--- config.mk ---
export PLATFORM = sky130hd
export DESIGN_NAME = branch_resolve_queue_flat
export DESIGN_NICKNAME = d
export VERILOG_FILES = /design/src/rtl/bp_pkg.sv /design/src/rtl/branch_resolve_queue_if.sv /design/src/rtl/bp_sat_counter.sv /design/src/rtl/branch_resolve_queue.sv /design/src/flat_wrapper.sv
export SDC_FILE = /design/constraint.sdc
export NUM_CORES = 1
export LEC_CHECK = 0
export ABC_AREA = 1
export CAP_MARGIN = 20
export CELL_PAD_IN_SITES_DETAIL_PLACEMENT = 1
export CELL_PAD_IN_SITES_GLOBAL_PLACEMENT = 2
export CORE_UTILIZATION = 32
export DETAILED_ROUTE_END_ITERATION = 7
export DONT_BUFFER_PORTS = 1
export GPL_TIMING_DRIVEN = 0
export PLACE_DENSITY = 0.77
export SETUP_SLACK_MARGIN = 0.1
export SYNTH_ARGS = -nofsm -noshare
export SYNTH_HDL_FRONTEND = slang
export SYNTH_HIERARCHICAL = 1
export SYNTH_SLANG_ARGS = --single-unit
export TNS_END_PERCENT = 20
--- constraint.sdc ---
create_clock -name clk -period 1.95 [get_ports clk]
set_input_delay 0.2925 -clock clk [delete_from_list [all_inputs] [get_ports clk]]
set_output_delay 0.2925 -clock clk [all_outputs]
set_load 0.02 [all_outputs]
--- src/rtl/bp_pkg.sv ---
// Shared types and helpers for the branch resolve queue: entry layout and
// the saturating-increment enable used by every statistics counter.
package bp_pkg;

  // Default branch address width, matching saturating_predictor.
  localparam int unsigned ADDR_W = 1;

  typedef struct packed {
    logic [ADDR_W-1:0] addr;
    logic              taken;
  } entry_t;

  // A counter may only advance when asked to and not already at its ceiling.
  function automatic logic sat_inc_en(input logic inc, input logic at_max);
    return inc & ~at_max;
  endfunction

endpackage

--- src/rtl/branch_resolve_queue_if.sv ---
// Prediction, resolution and predictor-update channels of the branch resolve queue.
interface branch_resolve_queue_if #(
  parameter int unsigned ADDR_W = 1
);

  logic              pred_valid;
  logic [ADDR_W-1:0] pred_addr;
  logic              pred_taken;
  logic              pred_ready;

  logic              res_valid;
  logic              res_taken;
  logic              res_ready;

  logic              upd_valid;
  logic [ADDR_W-1:0] upd_addr;
  logic              upd_result;
  logic              mispredict;

  modport master (
    output pred_valid, pred_addr, pred_taken, res_valid, res_taken,
    input  pred_ready, res_ready, upd_valid, upd_addr, upd_result, mispredict
  );

  modport slave (
    input  pred_valid, pred_addr, pred_taken, res_valid, res_taken,
    output pred_ready, res_ready, upd_valid, upd_addr, upd_result, mispredict
  );

endinterface

--- src/rtl/bp_sat_counter.sv ---
// Saturating up-counter with synchronous active-high reset; holds at all-ones.
module bp_sat_counter
  import bp_pkg::*;
#(
  parameter int unsigned CNT_W = 16
) (
  input  logic             clk,
  input  logic             rst,
  input  logic             inc,
  output logic [CNT_W-1:0] count
);

  logic [CNT_W-1:0] count_q, count_d;

  always_comb begin
    count_d = count_q;
    if (sat_inc_en(inc, &count_q)) begin
      count_d = count_q + CNT_W'(1);
    end
  end

  always_ff @(posedge clk) begin
    if (rst) begin
      count_q <= '0;
    end else begin
      count_q <= count_d;
    end
  end

  assign count = count_q;

endmodule

--- src/rtl/branch_resolve_queue.sv ---
// In-order queue of outstanding branch predictions; on resolution it drives the
// predictor update, flags mispredictions, flushes wrong-path entries and keeps stats.
module branch_resolve_queue #(
  parameter int unsigned ADDR_W = bp_pkg::ADDR_W,
  parameter int unsigned DEPTH  = 4,
  parameter int unsigned CNT_W  = 16
) (
  input  logic                       clk,
  input  logic                       rst,
  branch_resolve_queue_if.slave      bus,
  output logic [$clog2(DEPTH):0]     occupancy,
  output logic [CNT_W-1:0]           branch_count,
  output logic [CNT_W-1:0]           hit_count,
  output logic [CNT_W-1:0]           miss_count
);

  import bp_pkg::*;

  localparam int unsigned PtrW = $clog2(DEPTH);
  localparam int unsigned OccW = PtrW + 1;

  // Entry layout comes from bp_pkg, so ADDR_W must track bp_pkg::ADDR_W.
  entry_t            mem_q [DEPTH];
  entry_t            rd_entry;

  logic [PtrW-1:0]   rd_ptr_q, rd_ptr_d;
  logic [PtrW-1:0]   wr_ptr_q, wr_ptr_d;
  logic [OccW-1:0]   occ_q, occ_d;

  logic              full, empty;
  logic              push, pop, miss, hit;

  logic              upd_valid_q;
  logic [ADDR_W-1:0] upd_addr_q;
  logic              upd_result_q;
  logic              mispredict_q;

  assign full     = (occ_q == OccW'(DEPTH));
  assign empty    = (occ_q == '0);
  assign rd_entry = mem_q[rd_ptr_q];

  assign push = bus.pred_valid & ~full;
  assign pop  = bus.res_valid & ~empty;
  assign miss = pop & (rd_entry.taken ^ bus.res_taken);
  assign hit  = pop & ~miss;

  always_comb begin
    rd_ptr_d = rd_ptr_q + PtrW'(pop);
    wr_ptr_d = wr_ptr_q + PtrW'(push);
    occ_d    = occ_q + OccW'(push) - OccW'(pop);
    // Everything younger than the mispredicted branch is wrong-path, including
    // a prediction arriving in the same cycle.
    if (miss) begin
      wr_ptr_d = rd_ptr_d;
      occ_d    = '0;
    end
  end

  always_ff @(posedge clk) begin
    if (rst) begin
      rd_ptr_q     <= '0;
      wr_ptr_q     <= '0;
      occ_q        <= '0;
      upd_valid_q  <= 1'b0;
      upd_addr_q   <= '0;
      upd_result_q <= 1'b0;
      mispredict_q <= 1'b0;
    end else begin
      rd_ptr_q     <= rd_ptr_d;
      wr_ptr_q     <= wr_ptr_d;
      occ_q        <= occ_d;
      upd_valid_q  <= pop;
      mispredict_q <= miss;
      if (pop) begin
        upd_addr_q   <= rd_entry.addr;
        upd_result_q <= bus.res_taken;
      end
    end
  end

  // Storage needs no reset: the pointers and occupancy define what is valid.
  always_ff @(posedge clk) begin
    if (push && !miss) begin
      mem_q[wr_ptr_q] <= '{addr: bus.pred_addr, taken: bus.pred_taken};
    end
  end

  bp_sat_counter #(
    .CNT_W (CNT_W)
  ) u_branch_cnt (
    .clk   (clk),
    .rst   (rst),
    .inc   (pop),
    .count (branch_count)
  );

  bp_sat_counter #(
    .CNT_W (CNT_W)
  ) u_hit_cnt (
    .clk   (clk),
    .rst   (rst),
    .inc   (hit),
    .count (hit_count)
  );

  bp_sat_counter #(
    .CNT_W (CNT_W)
  ) u_miss_cnt (
    .clk   (clk),
    .rst   (rst),
    .inc   (miss),
    .count (miss_count)
  );

  assign bus.pred_ready = ~full;
  assign bus.res_ready  = ~empty;
  assign bus.upd_valid  = upd_valid_q;
  assign bus.upd_addr   = upd_addr_q;
  assign bus.upd_result = upd_result_q;
  assign bus.mispredict = mispredict_q;
  assign occupancy      = occ_q;

endmodule

--- src/flat_wrapper.sv ---
// flat-port wrapper written by rule: the top's interface ports become plain ports
module branch_resolve_queue_flat import bp_pkg::*;
#(
  parameter int unsigned ADDR_W = bp_pkg::ADDR_W,
  parameter int unsigned DEPTH  = 4,
  parameter int unsigned CNT_W  = 16
)
  (clk, rst, occupancy, branch_count, hit_count, miss_count, bus_pred_valid, bus_pred_addr, bus_pred_taken, bus_res_valid, bus_res_taken, bus_pred_ready, bus_res_ready, bus_upd_valid, bus_upd_addr, bus_upd_result, bus_mispredict);
  branch_resolve_queue_if #(.ADDR_W(ADDR_W)) bus_i ();
  input  logic clk;
  input  logic rst;
  output logic [$clog2(DEPTH):0] occupancy;
  output logic [CNT_W-1:0] branch_count;
  output logic [CNT_W-1:0] hit_count;
  output logic [CNT_W-1:0] miss_count;
  input wire logic [$bits(bus_i.pred_valid)-1:0] bus_pred_valid;
  input wire logic [$bits(bus_i.pred_addr)-1:0] bus_pred_addr;
  input wire logic [$bits(bus_i.pred_taken)-1:0] bus_pred_taken;
  input wire logic [$bits(bus_i.res_valid)-1:0] bus_res_valid;
  input wire logic [$bits(bus_i.res_taken)-1:0] bus_res_taken;
  output wire logic [$bits(bus_i.pred_ready)-1:0] bus_pred_ready;
  output wire logic [$bits(bus_i.res_ready)-1:0] bus_res_ready;
  output wire logic [$bits(bus_i.upd_valid)-1:0] bus_upd_valid;
  output wire logic [$bits(bus_i.upd_addr)-1:0] bus_upd_addr;
  output wire logic [$bits(bus_i.upd_result)-1:0] bus_upd_result;
  output wire logic [$bits(bus_i.mispredict)-1:0] bus_mispredict;
  assign bus_i.pred_valid = bus_pred_valid;
  assign bus_i.pred_addr = bus_pred_addr;
  assign bus_i.pred_taken = bus_pred_taken;
  assign bus_i.res_valid = bus_res_valid;
  assign bus_i.res_taken = bus_res_taken;
  assign bus_pred_ready = bus_i.pred_ready;
  assign bus_res_ready = bus_i.res_ready;
  assign bus_upd_valid = bus_i.upd_valid;
  assign bus_upd_addr = bus_i.upd_addr;
  assign bus_upd_result = bus_i.upd_result;
  assign bus_mispredict = bus_i.mispredict;
  branch_resolve_queue #(.ADDR_W(ADDR_W), .DEPTH(DEPTH), .CNT_W(CNT_W)) u_core (.clk(clk), .rst(rst), .bus(bus_i), .occupancy(occupancy), .branch_count(branch_count), .hit_count(hit_count), .miss_count(miss_count));
endmodule
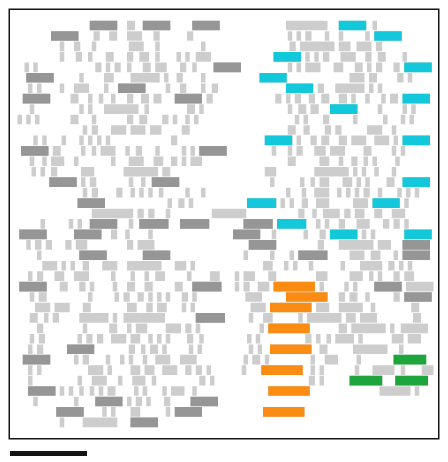
(run_1/registers.png)
The bar under the picture is 20 um long. Other sequential cells in the stronger grey, the rest of the logic in the fainter grey.
[`u_core/u_hit_cnt/count`] cyan | flops: 16
[`u_core/mem_q`] orange | flops: 8
[`u_core/occupancy`] green | flops: 3
not coloured: 40

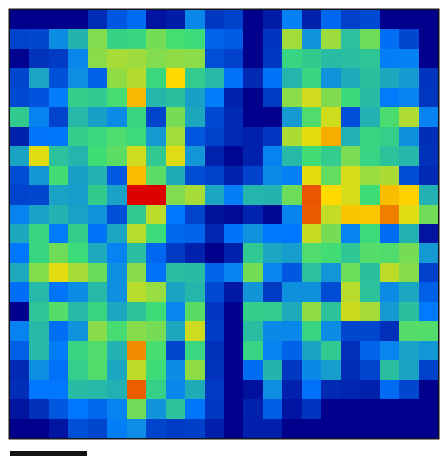
(run_1/wire_density.png)
The bar under the picture is 20 um long. The die is cut into 22 by 22 equal tiles; dark blue is low, red is high, scaled to the fullest tile. Values are wire area over tile area, all layers added.
nearly empty tiles: 9.1%
mean over tiles: 0.13
tiles over half the peak: 22%
densest ninth of the die: middle right
total vias in the final route: 3503
drt wl/cell: 14.69 um
Post-Route WL: 10420 um
GRT Total Usage: 0.1805

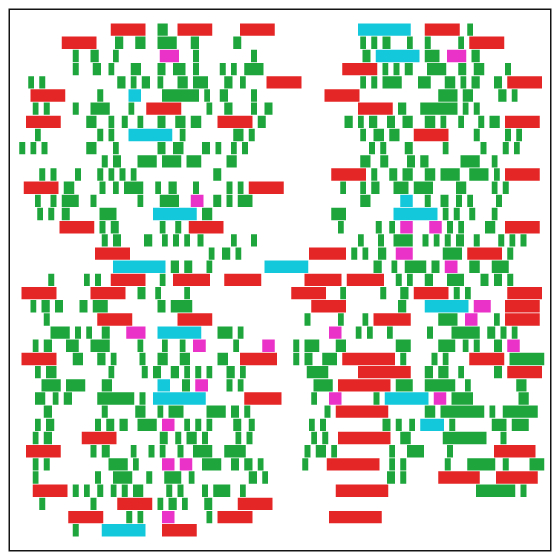
(run_1/cell_classes.png)
[other buffers and delay cells] magenta | cells: 21 | share of their area: 3.9%
[all other logic] green | cells: 462 | share of their area: 56%
[clock drivers and dummy loads] cyan | cells: 16 | share of their area: 7.8%
[flip-flops] red | cells: 67 | share of their area: 32%

==> impl_metrics.yaml, run 1 <==
# yosys + openroad results
final_layout:
  synthToLayoutAreaGrowth_pct: 22.21
  nNonClkInverters: 59
  fin_nets: 576
  largestClassByArea: "combinational gates"
  seq_share: 0.3077
  drive_gt1_frac: 0.2650
  nFlopsAndLatches: 67
  regArea_sq_um: 1443
  fin_util: 0.4054
  fin_cells: 709
  layout_top_cell: "nand2_1"
  area_share_nonclk_buffers: 0.03710
  logic_gate_count: 403
  buffers_excl_clock: 21
  comb_area_sq_um: 2295
grt:
  grt_pass1_wl_um: 17760
  grt_most_used_layer: "met2"
  grt_pass1_vias: 3621
  grt_use_met2: 0.3054
  met3_usage: 0.04899
  grt.overflow.total: 0
  grt_antenna_before_repair: 0
logic_synthesis:
  ys_warn_count: 6
  most_common_cell: "nor2_1"
  synthDominantCellAreaShare: 0.3079
  synth_cell_types: 29
  ys_sh_adder: 0.02805
  area_leaders: "dfxtp_1 31%, nor2_1 11%, nand2_1 10%"
  floorplan.nets: 550
  ys_area_sq_um: 3836
  flop_cell: "dfxtp_1"
  ys_ff: 67
setup_path:
  max_stage_delay_ns: 0.38
  crit_chain: "nand3b_4, nand2_8, inv_12, ha_4, inv_2, ha_4, fa_2, xnor2_2, xor2_1, nor2_1"
  critical_path_depth: 10
  cp-endpoint: "u_core/occupancy[2]$_SDFF_PP0_"
  critical_path_class: "register to register"
  critPathArrivalTime_ns: 2.25
  crit_start: "u_core/occupancy[2]$_SDFF_PP0_"
  cp_max_fo: 4
  critPathMostFrequentCell: "ha_4"
  crit_buf_inv: 2
  worstPathRequired_ns: 2.18
die:
  core-area_sq_um: 11560
  ios: 64
  nWellTaps: 143
  dieArea_sq_um: 12430
  die.size.y_um: 111.5
  rows: 39
timing:
  worst_pin_slew_ns: 0.4716
  setup_viol: 1
  period_used_share: 1.035
  fin_crit_ns: 2.019
  drv_slew: 0
  grt_setup_unrepaired: "yes"
  fin_ws_ns: -0.06903
  finClkSkew_ns: 0.004012
  slew_headroom: 0.6852
pwr:
  power_mw: 4.823
  p_leak_nw: 1.768
  internal_power_mw: 3.265
  p_switching_mw: 1.559
  power_frac_clock: 0.401
  seq_cell_power_mw: 1.85
  p_comb_frac: 0.216
  clk-power_mw: 1.94
  pg_comb_mw: 1.04
  swShare: 0.3231
clock_tree:
  clkLatencyLatePin_ns: 0.34
  clockBufferDepth: 2
  hold_buffers: 1
  cts_sinks: 67
  clk_pin_slew_ns: 0.06
  cts_tree: "built"
  cts_setup_buffers: 3
worst_hold_path:
  hp-class: "primary input to register"
  min_from: "rst"
  min_to: "u_core/bus.upd_valid$_SDFF_PP0_"
  hold_depth: 1
placed_design:
  gp_congestion: 0.7532
  dp_cells: 678
  place_area_sq_um: 4088
  dp_hpwl_um: 7607
drt:
  ant_nets: 0
  wl_met1_um: 4697
  drc: 10
run_status:
  status: "complete, but fails checks"
  violations: "design-rule violations, negative setup slack"
job:
  drv_cap: 0
  warnings: 29
==> run_1/final_congestion.png <==
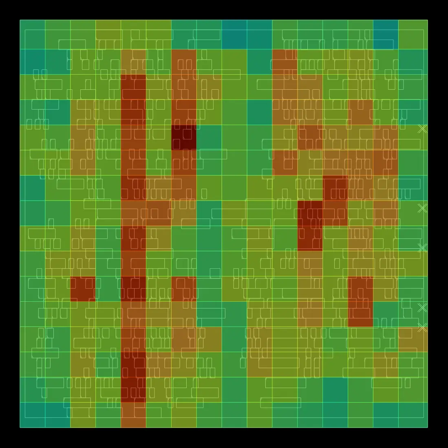

--- run 2 (diff from run 1) ---
- CORE_UTILIZATION: 32 -> 36
- PLACE_DENSITY: 0.77 -> 0.82
- clock period: 1.95 -> 1.9 ns (I/O delays scaled with it)
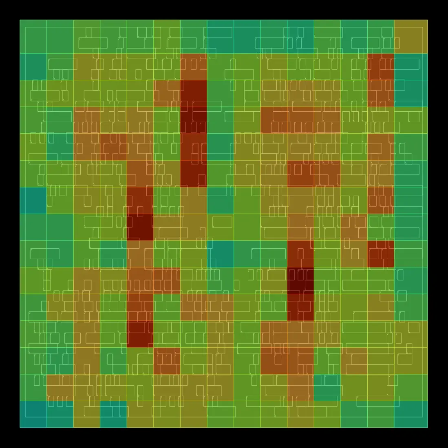
(run_2/final_congestion.png)
GRT busiest layer: met2
grt met3 use: 0.04515
met2 GRT Util: 0.3435
drt wl/cell: 14.88 um
GRT Total Usage: 0.1984

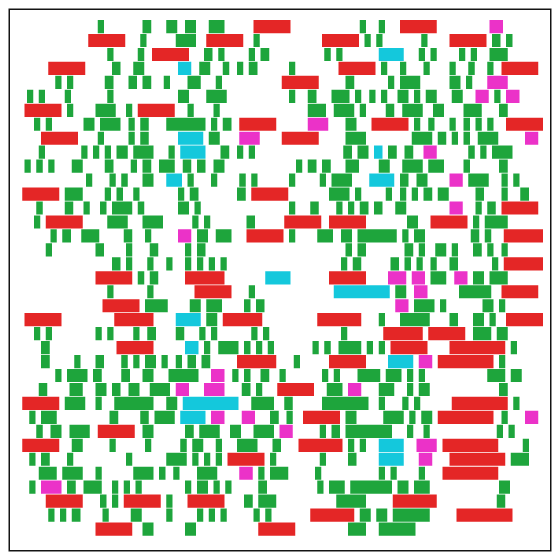
(run_2/cell_classes.png)
[all other logic] green | cells: 462 | share of their area: 58%
[clock drivers and dummy loads] cyan | cells: 16 | share of their area: 5.0%
[other buffers and delay cells] magenta | cells: 29 | share of their area: 5.3%
[flip-flops] red | cells: 67 | share of their area: 32%
fin util: 0.4585
fin area: 4733 sq um
CORE AREA: 10320 sq um
row count: 37
fraction of area in registers: 0.3053

==> run 2 against run 1 <==
  * Final area is 0.96% higher
  * First-iteration DRC count up 2.1%
  * Cell count grew 0.14%
  * Hold slack better by 0.011 ns
  * The flow finishes with violations (negative setup slack)
==> impl_metrics.yaml, run 2 <==
# yosys + openroad results
run_status:
  status: "complete, but fails checks"
  violations: "negative setup slack"
clock_tree:
  hold_buffers: 1
  cts_tree: "built"
  cts_setup_buffers: 5
final_layout:
  largestClassByArea: "combinational gates"
  comb_area_sq_um: 2397
  buffers_excl_clock: 29
  nFlopsAndLatches: 67
  logic_gate_count: 403
  synthToLayoutAreaGrowth_pct: 23.39
  regArea_sq_um: 1445
  area_share_nonclk_buffers: 0.05128
setup_path:
  crit_buf_inv: 2
  max_stage_delay_ns: 0.39
  worstPathRequired_ns: 2.15
  critPathMostFrequentCell: "ha_4"
  crit_chain: "nand3b_4, nand2_8, inv_12, ha_4, inv_2, ha_4, fa_2, xnor2_2, xor2_1, nor2_1"
  cp-endpoint: "u_core/occupancy[2]$_SDFF_PP0_"
  critical_path_class: "register to register"
  crit_start: "u_core/occupancy[2]$_SDFF_PP0_"
  critical_path_depth: 10
grt:
  grt.overflow.total: 0
  grt_pass1_wl_um: 17510
timing:
  slew_headroom: 0.6879
  drv_slew: 0
  fin_ws_ns: -0.1171
  fin_crit_ns: 2.017
  grt_setup_unrepaired: "yes"
  setup_viol: 2
die:
  nWellTaps: 136
  die.size.y_um: 105.2
  ios: 64
  dieArea_sq_um: 11070
job:
  warnings: 29
worst_hold_path:
  min_to: "u_core/mem_q[3][0]$_DFFE_PP_"
  min_from: "bus_pred_taken"
  hold_depth: 0
logic_synthesis:
  synthDominantCellAreaShare: 0.3079
  flop_cell: "dfxtp_1"
  ys_ff: 67
  most_common_cell: "nor2_1"
  ys_warn_count: 6
  ys_sh_adder: 0.02805
placed_design:
  dp_cells: 671
  gp_congestion: 0.7582
drt:
  ant_nets: 0
  wl_met1_um: 4623
  vias: 3523
pwr:
  swShare: 0.3515
  p_leak_nw: 1.787
Power and IR drop assume default switching activity.
